### config.mk
export PLATFORM = sky130hd
export DESIGN_NAME = seg7_scan_capture_flat
export DESIGN_NICKNAME = d
export VERILOG_FILES = /design/src/rtl/seg7_scan_if.sv /design/src/rtl/seg7_scan_capture.sv /design/src/flat_wrapper.sv
export SDC_FILE = /design/constraint.sdc
export NUM_CORES = 1
export LEC_CHECK = 0
export CORE_MARGIN = 1
export CORE_UTILIZATION = 45
export CTS_CLUSTER_DIAMETER = 30
export DETAILED_ROUTE_END_ITERATION = 16
export PLACE_DENSITY = 0.7
export SYNTH_ARGS = -nofsm -noshare
export SYNTH_HDL_FRONTEND = slang
export SYNTH_SLANG_ARGS = --single-unit
### constraint.sdc
create_clock -name clk -period 4.5 [get_ports clk]
set_input_delay 0.9 -clock clk [delete_from_list [all_inputs] [get_ports clk]]
set_output_delay 0.9 -clock clk [all_outputs]
set_load 0.01 [all_outputs]
### src/rtl/seg7_scan_if.sv
// Scanned 7-segment display bus: segment pattern plus one-hot digit select.
// The display driver is the master; the capture block listens as slave.
interface seg7_scan_if #(
    parameter int DIGITS = 4
);
    logic [7:0]        segin;
    logic [DIGITS-1:0] digsel;

    modport master (output segin, output digsel);
    modport slave  (input  segin, input  digsel);
endinterface

### src/rtl/seg7_scan_capture.sv
// Rebuilds packed BCD digits from a scanned 7-segment display bus.
// Optional SEG7_DP_EN: treat segin[7] as decimal point and report it on dpout.
module seg7_scan_capture #(
    parameter int DIGITS        = 4,
    parameter int STABLE_CYCLES = 3
) (
    input  logic                clk,
    input  logic                rst_n,
    seg7_scan_if.slave          bus,
    output logic [4*DIGITS-1:0] bcdout,
    output logic [DIGITS-1:0]   digit_valid,
    output logic                frame_done,
    output logic                err,
    output logic [7:0]          err_cnt
`ifdef SEG7_DP_EN
    ,
    output logic [DIGITS-1:0]   dpout
`endif
);

    localparam logic [3:0] STABLE_LIM = 4'(STABLE_CYCLES);
    localparam int         SW         = DIGITS + 8;

    typedef enum logic [1:0] {IDLE, SETTLE, COMMIT, HOLD} state_t;

    state_t                   state_q, state_d;
    logic [3:0]               cnt_q, cnt_d;
    logic [SW-1:0]            sample_q, sample_d;
    logic [DIGITS-1:0][3:0]   bcd_q, bcd_d;
    logic [DIGITS-1:0]        valid_q, valid_d;
    logic [DIGITS-1:0]        seen_q, seen_d;
    logic [DIGITS-1:0]        dp_q, dp_d;
    logic                     frame_done_q, frame_done_d;
    logic                     err_q, err_d;
    logic [7:0]               err_cnt_q, err_cnt_d;

    logic                     new_onehot;
    logic                     changed;
    logic [DIGITS-1:0]        sel_q;
    logic [7:0]               seg_q;
    logic [7:0]               dec_pat;
    logic [4:0]               dec;

    // {hit, value}; misses report the blank code
    function automatic logic [4:0] decode(input logic [7:0] p);
        case (p)
            8'h7E:   decode = {1'b1, 4'd0};
            8'h30:   decode = {1'b1, 4'd1};
            8'h6D:   decode = {1'b1, 4'd2};
            8'h79:   decode = {1'b1, 4'd3};
            8'h33:   decode = {1'b1, 4'd4};
            8'h5B:   decode = {1'b1, 4'd5};
            8'h5F:   decode = {1'b1, 4'd6};
            8'h70:   decode = {1'b1, 4'd7};
            8'h7F:   decode = {1'b1, 4'd8};
            8'h7B:   decode = {1'b1, 4'd9};
            default: decode = {1'b0, 4'hF};
        endcase
    endfunction

    assign sel_q = sample_q[SW-1:8];
    assign seg_q = sample_q[7:0];
`ifdef SEG7_DP_EN
    assign dec_pat = {1'b0, seg_q[6:0]};
`else
    assign dec_pat = seg_q;
`endif
    assign dec = decode(dec_pat);

    always_comb begin
        // NOTE: every variable gets a default before any branch, so no path can infer a latch.
        state_d      = state_q;
        cnt_d        = cnt_q;
        bcd_d        = bcd_q;
        valid_d      = valid_q;
        seen_d       = seen_q;
        dp_d         = dp_q;
        frame_done_d = 1'b0;
        err_d        = 1'b0;
        err_cnt_d    = err_cnt_q;

        sample_d   = {bus.digsel, bus.segin};
        new_onehot = $onehot(bus.digsel);
        changed    = sample_d != sample_q;

        // A change seen during the commit cycle restarts settling at once.
        if (!new_onehot) begin
            state_d = IDLE;
            cnt_d   = 4'd0;
        end else if (state_q == IDLE || changed) begin
            cnt_d   = 4'd1;
            state_d = (cnt_d == STABLE_LIM) ? COMMIT : SETTLE;
        end else if (state_q == SETTLE) begin
            cnt_d   = 4'(cnt_q + 4'd1);
            state_d = (cnt_d == STABLE_LIM) ? COMMIT : SETTLE;
        end else begin
            state_d = HOLD;
        end

        if (state_q == COMMIT) begin
            for (int i = 0; i < DIGITS; i++) begin
                if (sel_q[i]) begin
                    bcd_d[i]   = dec[3:0];
                    valid_d[i] = dec[4];
                    dp_d[i]    = seg_q[7];
                end
            end
            if (!dec[4] && dec_pat != 8'h00) begin
                err_d = 1'b1;
                if (err_cnt_q != 8'hFF) err_cnt_d = err_cnt_q + 8'd1;
            end
            seen_d = seen_q | sel_q;
            if (&seen_d) begin
                frame_done_d = 1'b1;
                seen_d       = '0;
            end
        end
    end

    // The digit slots are a handful of flops and must read blank out of reset,
    // so they are reset like any other state.
    always_ff @(posedge clk or negedge rst_n) begin
        if (!rst_n) begin
            state_q      <= IDLE;
            cnt_q        <= 4'd0;
            sample_q     <= '0;
            bcd_q        <= {DIGITS{4'hF}};
            valid_q      <= '0;
            seen_q       <= '0;
            dp_q         <= '0;
            frame_done_q <= 1'b0;
            err_q        <= 1'b0;
            err_cnt_q    <= 8'd0;
        end else begin
            // NOTE: non-blocking assignments so every flop samples pre-edge values.
            state_q      <= state_d;
            cnt_q        <= cnt_d;
            sample_q     <= sample_d;
            bcd_q        <= bcd_d;
            valid_q      <= valid_d;
            seen_q       <= seen_d;
            dp_q         <= dp_d;
            frame_done_q <= frame_done_d;
            err_q        <= err_d;
            err_cnt_q    <= err_cnt_d;
        end
    end

    assign bcdout      = bcd_q;
    assign digit_valid = valid_q;
    assign frame_done  = frame_done_q;
    assign err         = err_q;
    assign err_cnt     = err_cnt_q;
`ifdef SEG7_DP_EN
    assign dpout       = dp_q;
`else
    logic unused_dp;
    assign unused_dp = ^dp_q;
`endif

endmodule

### src/flat_wrapper.sv
// flat-port wrapper written by rule: the top's interface ports become plain ports
module seg7_scan_capture_flat 
#(
    parameter int DIGITS        = 4,
    parameter int STABLE_CYCLES = 3
)
  (clk, rst_n, bcdout, digit_valid, frame_done, err, err_cnt, bus_segin, bus_digsel);
  seg7_scan_if #(.DIGITS(DIGITS)) bus_i ();
  input  logic clk;
  input  logic rst_n;
  output logic [4*DIGITS-1:0] bcdout;
  output logic [DIGITS-1:0] digit_valid;
  output logic frame_done;
  output logic err;
  output logic [7:0] err_cnt;
  input wire logic [$bits(bus_i.segin)-1:0] bus_segin;
  input wire logic [$bits(bus_i.digsel)-1:0] bus_digsel;
  assign bus_i.segin = bus_segin;
  assign bus_i.digsel = bus_digsel;
  seg7_scan_capture #(.DIGITS(DIGITS), .STABLE_CYCLES(STABLE_CYCLES)) u_core (.clk(clk), .rst_n(rst_n), .bus(bus_i), .bcdout(bcdout), .digit_valid(digit_valid), .frame_done(frame_done), .err(err), .err_cnt(err_cnt));
endmodule
==> metrics.log <==
[flow] collecting metrics
INFO  metric outcome = finished, final reports clean
INFO  metric syn-instance-count = 232
INFO  metric synth.top_cells.by_area = dfrtp_1 (37%), dfstp_2 (17%), xnor2_1 (5.0%)
INFO  metric clock-sinks = 52
INFO  metric die_height = about 76 µm
INFO  metric ys_sh_simple = 20.8%
INFO  metric path_cells = clkdlybuf4s50_1 > ha_1 > ha_1 > inv_1 > fa_1 > nand3_1 > nand2b_1 > a211oi_1
INFO  metric cts_tree = yes
INFO  metric startpoint = bus_digsel[2]
INFO  metric wirelength_met1 = about 2200 µm
INFO  metric crit_path_frequent_cell = ha_1
INFO  metric ys_types = 46
INFO  metric openroad.warnings = 27
INFO  metric drt_wl_total = 4510 µm
INFO  metric endpoint_kind = flop
INFO  metric global_route.usage.met2 = 28.7%
INFO  metric layout_worst_path_cycle_share = about three fifths
INFO  metric place_worst_setup_slack = 1.44 ns
INFO  metric time_the_worst_path_needs_with_i_o_delays_and_setup = 2.69 ns
INFO  metric synth_sequential_area_ratio = 53.9%
INFO  metric grt_pass1_wl = between 7000 and 8000 µm
INFO  metric top_layer_used = met4
INFO  metric postSynthNetCount = 253
INFO  metric ys_chip_area = 0.00245 mm²
INFO  metric slew_violations = 0
INFO  metric worst_path_dominant_cell_family = adder cells
INFO  metric floorplan.rows = 26
INFO  metric ctsLongestPathBuffers = 2
INFO  metric clk_transition_reported_paths = 0.09 ns
INFO  metric setup_repair_bufs_after_cts = 0
INFO  metric path_buffers = 2
INFO  metric clock_tree.htree_level_count = 2
INFO  metric cts_hold_buf = 0
INFO  metric layout-drive-gt1-share = 12.7%
INFO  metric timing.setup.tns = 0 ns
INFO  metric hp-class = flop to flop
INFO  metric async_flop_share = 100%
INFO  metric final_common_cell = clkdlybuf4s50_1
INFO  metric crit_path_start_kind = primary input
INFO  metric vdd_ir_drop_max = about 0.14 mV
INFO  metric most-common-layout-cells = clkdlybuf4s50_1 (42), dfrtp_1 (36), nand2_1 (23), nor2_1 (23), dfstp_2 (16)
INFO  metric edf_count = 0
INFO  metric report.final.hold_viol_count = 0
INFO  metric grt-busiest-layer = met2
INFO  metric top_level_ports = 44
INFO  metric first_global_vias = ~1.7k
INFO  metric detailroute.wirelength.met2 = 2030 µm
INFO  metric yosys-mux-area-fraction = 0.918%
INFO  metric vias_per_cell = 5.17
INFO  metric power.total = 0.828 mW
INFO  metric final_area = 0.00303 mm²
INFO  metric detailedRoute.firstPassIterationCount = 4
INFO  metric finalClockSkew = 0.00500 ns
INFO  metric globalRouteMet1Util = 24.2%
INFO  metric diodes = 0
INFO  metric final_antenna_net_count = 0
INFO  metric finish.net_count = 296
INFO  metric flop_cell = dfrtp_1
INFO  metric filler_cell_count = 441
INFO  metric r2r_start = u_core.sample_q[0]
INFO  metric leakagePower = 1.24 nW
INFO  metric die_area = 0.00575 mm²
INFO  metric setup_slack = around 1.8 ns
INFO  metric critical_path_class = primary input to flop
INFO  metric area.growth.synth_to_final = 23.4%
INFO  metric synth_compound_gate_area_share = about a tenth
INFO  metric drt_drc_violations_left = 0
INFO  metric top_logic_kind = simple AND/OR/NAND/NOR gates
INFO  metric io_buffer_count = 43
INFO  metric arrival = a little under 3 ns
INFO  metric maximum_number_of_pins_on_one_net_before_global_route_repair = 53
INFO  metric synth_flops = roughly 52
INFO  metric synth_top_cell_by_area = dfrtp_1
INFO  metric tightestPinTransition = 0.634 ns
INFO  metric rsz_0062_raised_after_global_routing = no
INFO  metric number_of_buffers_created_by_cts = 5
INFO  metric groute.layer.met3.usage = 3.70%
INFO  metric yosys.area_share.xor_xnor = 8.21%
INFO  metric cpPeakStageDelay = 0.48 ns
INFO  metric finalSetupViolCount = 0
INFO  metric dp.cells = 338
where the power goes:
part	leakage [nW]	switching [mW]	internal, mW	total, mW
clock network	0.0510	0.144	0.123	0.267
logic	0.552	0.0336	0.0340	0.0676
registers	0.638	0.0159	0.477	0.493
total	1.24	0.194	0.634	0.828
final timing paths:
| kind | end | slack, ns | cells past startpoint |
|---|---|---|---|
| setup / recovery | u_core.cnt_q[1] | 1.81 | 8 |
| setup reg to reg | u_core.err_cnt[1] | 2.32 | 5 |
| hold / removal | u_core.bcdout[6] | 0.48 | 2 |
| max in group asynchronous | u_core.err_cnt[2] | 3.38 | 2 |
| min in group asynchronous | u_core.digit_valid[0] | 0.70 | 2 |
| hold reg to reg | u_core.bcdout[6] | 0.48 | 2 |
flip-flops by register name (all words and copies together), names as in the netlist:
register            flops
u_core.frame_done       1
u_core.state_q          2
u_core.sample_q        12
u_core.bcdout          16
u_core.cnt_q            4
u_core.err_cnt          8
u_core.digit_valid      4
u_core.err              1
u_core.seen_q           4
cell usage after synthesis (2+ instances only):
cell type,n
a31oi_1,4
o21a_1,3
xor2_1,9
ha_1,6
mux2_2,2
nor2_1,23
nor2b_1,3
nand3_1,9
or3_1,2
clkbuf_1,6
and2_1,4
a211oi_1,2
and3_1,2
nor3b_1,3
xnor2_1,14
nand2b_1,3
nand4_1,7
nor4_1,2
or2_2,2
o21ai_0,14
dfstp_2,16
nand2_1,23
nand3b_1,3
a21oi_1,6
inv_1,5
nor3_1,3
or4_1,2
dfrtp_1,36
area by class of cell:
type	count	area (µm²)	area share [%]
Clock inverter	2	10.0	0.331
Clock buffer	6	82.6	2.73
Multi-Input combinational cell	167	1070	35.5
Inverter	5	18.8	0.620
Tap cell	70	87.6	2.89
Sequential cell	52	1320	43.6
Timing Repair Buffer	44	433	14.3
Routed metal per tile:
The bar under the picture is 20 µm long. 15 x 15 tiles, from black (low) to pale yellow (high), scaled to the fullest tile. Values are wire area over tile area, all layers added.
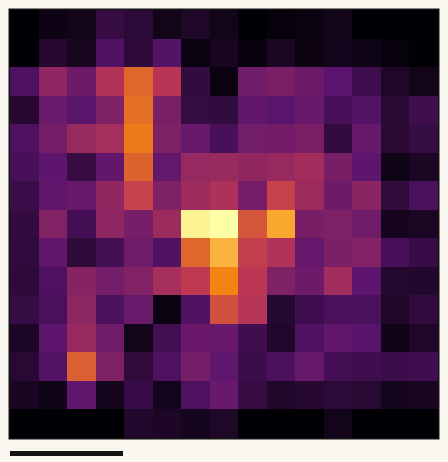
mean over tiles = 0.12
tiles over half the peak = 7.6%
densest ninth of the die = centre
nearly empty tiles = 8.4%
fullest tile = 0.53
Total Routing Usage GR: 17.9%
overall via count from detail_route: 1,788
average routed wire per standard cell: 13.0 µm

Placement view:
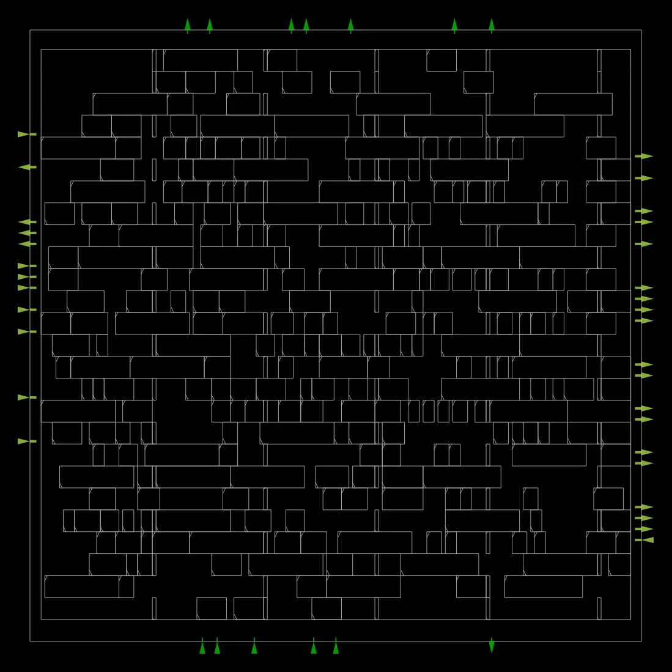
share of the final layout cell area in sequential cells: 43.6%
post-layout utilization of the core: 58.5%
Cell Count, Final, Fillers Out: 346

A small window of the routed layout:
The bar under the picture is 20 µm long. Window x 0 to 50, y 0 to 50 µm. Cells in grey, sequential cells in the stronger grey; small squares are vias.
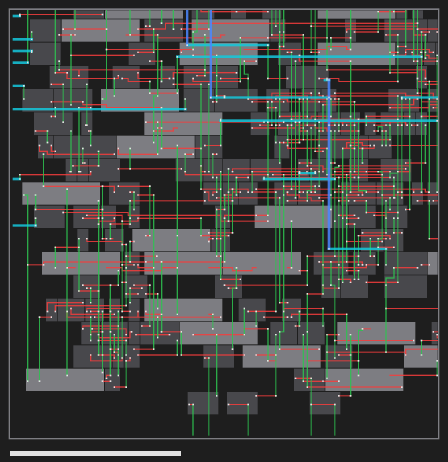
red -> met1
cyan -> met3
green -> met2
blue -> met4
sequential cells in the window = 19
netlist names of flops here include = u_core.sample_q (12), u_core.cnt_q (4), u_core.state_q (2)
most frequent = dfrtp_1 (19), xnor2_1 (13), clkdlybuf4s50_1 (11)
cells with their middle in the window = 130

Power is estimated from default activity; no workload was simulated.
